`src/rtl/variable_shift_left_serial.sv`:
```
// Bit-serial variable left shifter / rotator.
// Moves the captured operand one bit position per clock through a single
// 1-bit shift stage, then presents the result with a one-cycle done pulse.
// In logical mode OV flags any 1 bit that fell off the top.
module variable_shift_left_serial #(
  parameter int WIDTH = 8,
  parameter int SW    = 3
) (
  input  logic             clk,
  input  logic             Reset,
  input  logic             data_start,
  input  logic [WIDTH-1:0] a,
  input  logic [SW-1:0]    shift_width,
  input  logic             rotate,
  output logic             busy,
  output logic             done,
  output logic [WIDTH-1:0] shifted_a,
  output logic             OV
);

  typedef enum logic {
    IDLE  = 1'b0,
    SHIFT = 1'b1
  } state_t;

  state_t           state;
  state_t           state_next;
  logic [WIDTH-1:0] work;
  logic [SW-1:0]    cnt;
  logic             ov_acc;
  logic             mode;

  // State register.
  // NOTE: sequential state is updated with non-blocking assignments so every
  // register samples pre-edge values, independent of block ordering.
  always_ff @(posedge clk or negedge Reset) begin
    if (!Reset) begin
      state <= IDLE;
    end else begin
      state <= state_next;
    end
  end

  // Next-state decode: launch on data_start in IDLE, return once cnt runs out.
  // NOTE: the default is assigned first so no path leaves state_next unassigned,
  // which would otherwise infer a latch.
  always_comb begin
    state_next = state;
    case (state)
      IDLE:    if (data_start) state_next = SHIFT;
      SHIFT:   if (cnt == '0)  state_next = IDLE;
      default: state_next = IDLE;
    endcase
  end

  // Datapath: operand capture, one-position shift per cycle, result publish.
  always_ff @(posedge clk or negedge Reset) begin
    if (!Reset) begin
      work      <= '0;
      cnt       <= '0;
      ov_acc    <= 1'b0;
      mode      <= 1'b0;
      done      <= 1'b0;
      shifted_a <= '0;
      OV        <= 1'b0;
    end else if (state == IDLE) begin
      done <= 1'b0;
      if (data_start) begin
        work   <= a;
        cnt    <= shift_width;
        mode   <= rotate;
        ov_acc <= 1'b0;
      end
    end else begin
      if (cnt != '0) begin
        if (mode) begin
          // Rotate: the MSB re-enters at the bottom, nothing is lost.
          work <= {work[WIDTH-2:0], work[WIDTH-1]};
        end else begin
          work   <= {work[WIDTH-2:0], 1'b0};
          ov_acc <= ov_acc | work[WIDTH-1];
        end
        cnt <= cnt - 1'b1;
      end else begin
        // Done is raised on the same edge the FSM returns to IDLE, so a new
        // start can be accepted while done is still high.
        shifted_a <= work;
        OV        <= ov_acc;
        done      <= 1'b1;
      end
    end
  end

  // Busy is a plain decode of the state register.
  assign busy = (state == SHIFT);

endmodule

```
`config.mk`:
```
export PLATFORM = sky130hd
export DESIGN_NAME = variable_shift_left_serial
export DESIGN_NICKNAME = d
export VERILOG_FILES = /design/src/rtl/variable_shift_left_serial.sv
export SDC_FILE = /design/constraint.sdc
export NUM_CORES = 1
export LEC_CHECK = 0
export CORE_MARGIN = 10
export CORE_UTILIZATION = 35
export CTS_CLUSTER_SIZE = 24
export DETAILED_ROUTE_END_ITERATION = 8
export REMOVE_ABC_BUFFERS = 1
export SLEW_MARGIN = 20
export SYNTH_ARGS = -nofsm -noshare
export SYNTH_HDL_FRONTEND = slang
export SYNTH_SLANG_ARGS = --single-unit
```
`constraint.sdc`:
```
create_clock -name clk -period 2 [get_ports clk]
set_clock_uncertainty 0.05 [all_clocks]
set_input_delay 0.3 -clock clk [delete_from_list [all_inputs] [get_ports clk]]
set_output_delay 0.3 -clock clk [all_outputs]
set_load 0.005 [all_outputs]
```
layer_met1.png
The bar under the picture is 20 µm long.
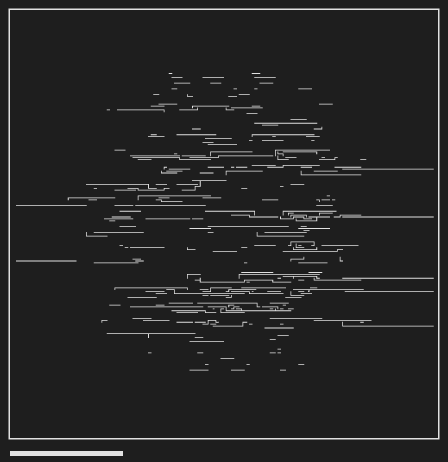
The layer holds 47% of the routed length. 121 nets have wire on it. The longest straight run is 16.1 µm.

layer_met2.png
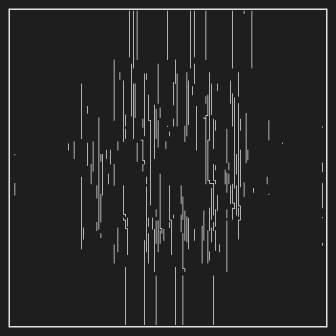
The longest straight run is 26.9 µm. 111 nets have wire on it.
via count: 691
met2 Resource Use GR: 13.3%
DRT Wirelength: 2.16 mm

metal_density.png
The bar under the picture is 20 µm long. 15 x 15 tiles, from black (low) to pale yellow (high), scaled to the fullest tile. Values are wire area over tile area, all layers added.
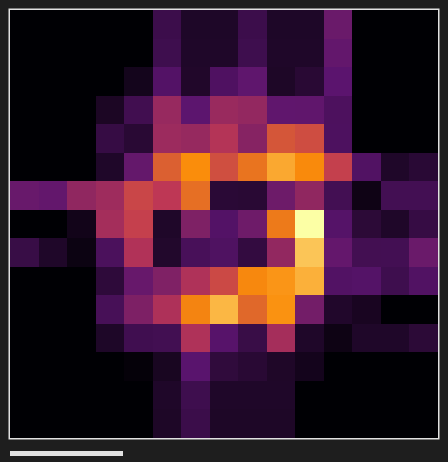
10% of the tiles are over half the peak. 36% of the tiles are nearly empty. The fullest tile reaches 0.32. The mean over all tiles is 0.057. The emptiest ninth of the die: top left. The densest ninth of the die: middle.
Tot GR Track Use: 8.18%
DR WL/cell: 13.9 µm

cell_density.png
The bar under the picture is 20 µm long. 8 x 8 tiles, from black (low) to pale yellow (high), 0 to 100% covered.
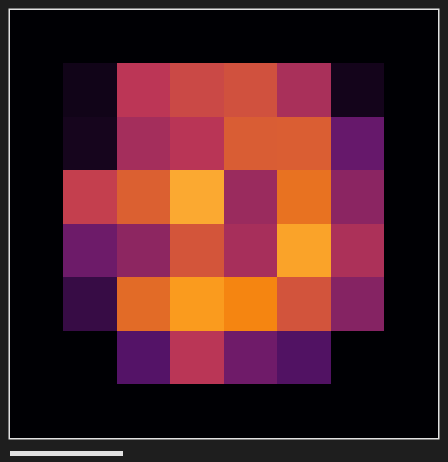
4.7% of the tiles are over 75% full. The densest ninth of the die: middle. The mean over all tiles is 24%.
post-route core utilization: 48.2%
fp_density: 36.3%
core area: 3030 µm²

==> reports/results.txt <==
Status = complete, no violations
Worst setup margin = 0.206 ns
Placed Area = 1420 µm²
Worst min-delay path category = input port to asynchronous set/reset pin
Worst-path cell chain = clkdlybuf4s50_1
Post-Synth AOI/OAI Area = 4.10%
Worst path slowest cell = clkdlybuf4s50_1
CTS buffer count = 3
Main logic family = multiplexers
Overall power = 2.25 mW
Critical Path Sink = busy
Slew Limit Headroom = 77.5%
Met3 Track Usage GR = 1.89%
Slew @ Worst Pin = 0.337 ns
Cell type with the largest total area = dfrtp_1
Fin crit period = 1.79 ns
Syn avg cell area = 13.6 µm²
DP HPWL = 1.60 mm
# Cells Yosys = 81
Worst Path Buf+Inv = 1
LEAKAGE = 0.683 nW
Vias in the first global route = 816
Largest net degree at the start of global routing = 25
Drt drc = 0
Commonest register cell after synthesis = dfrtp_1
Dominant kind of cell = registers
Post-Syn Area = 1100 µm²
Worst Setup SP = busy$_DFF_PN0_
Cts repair resizes = 0
Power figures rest on the tool's default switching activity, not on a simulated workload.
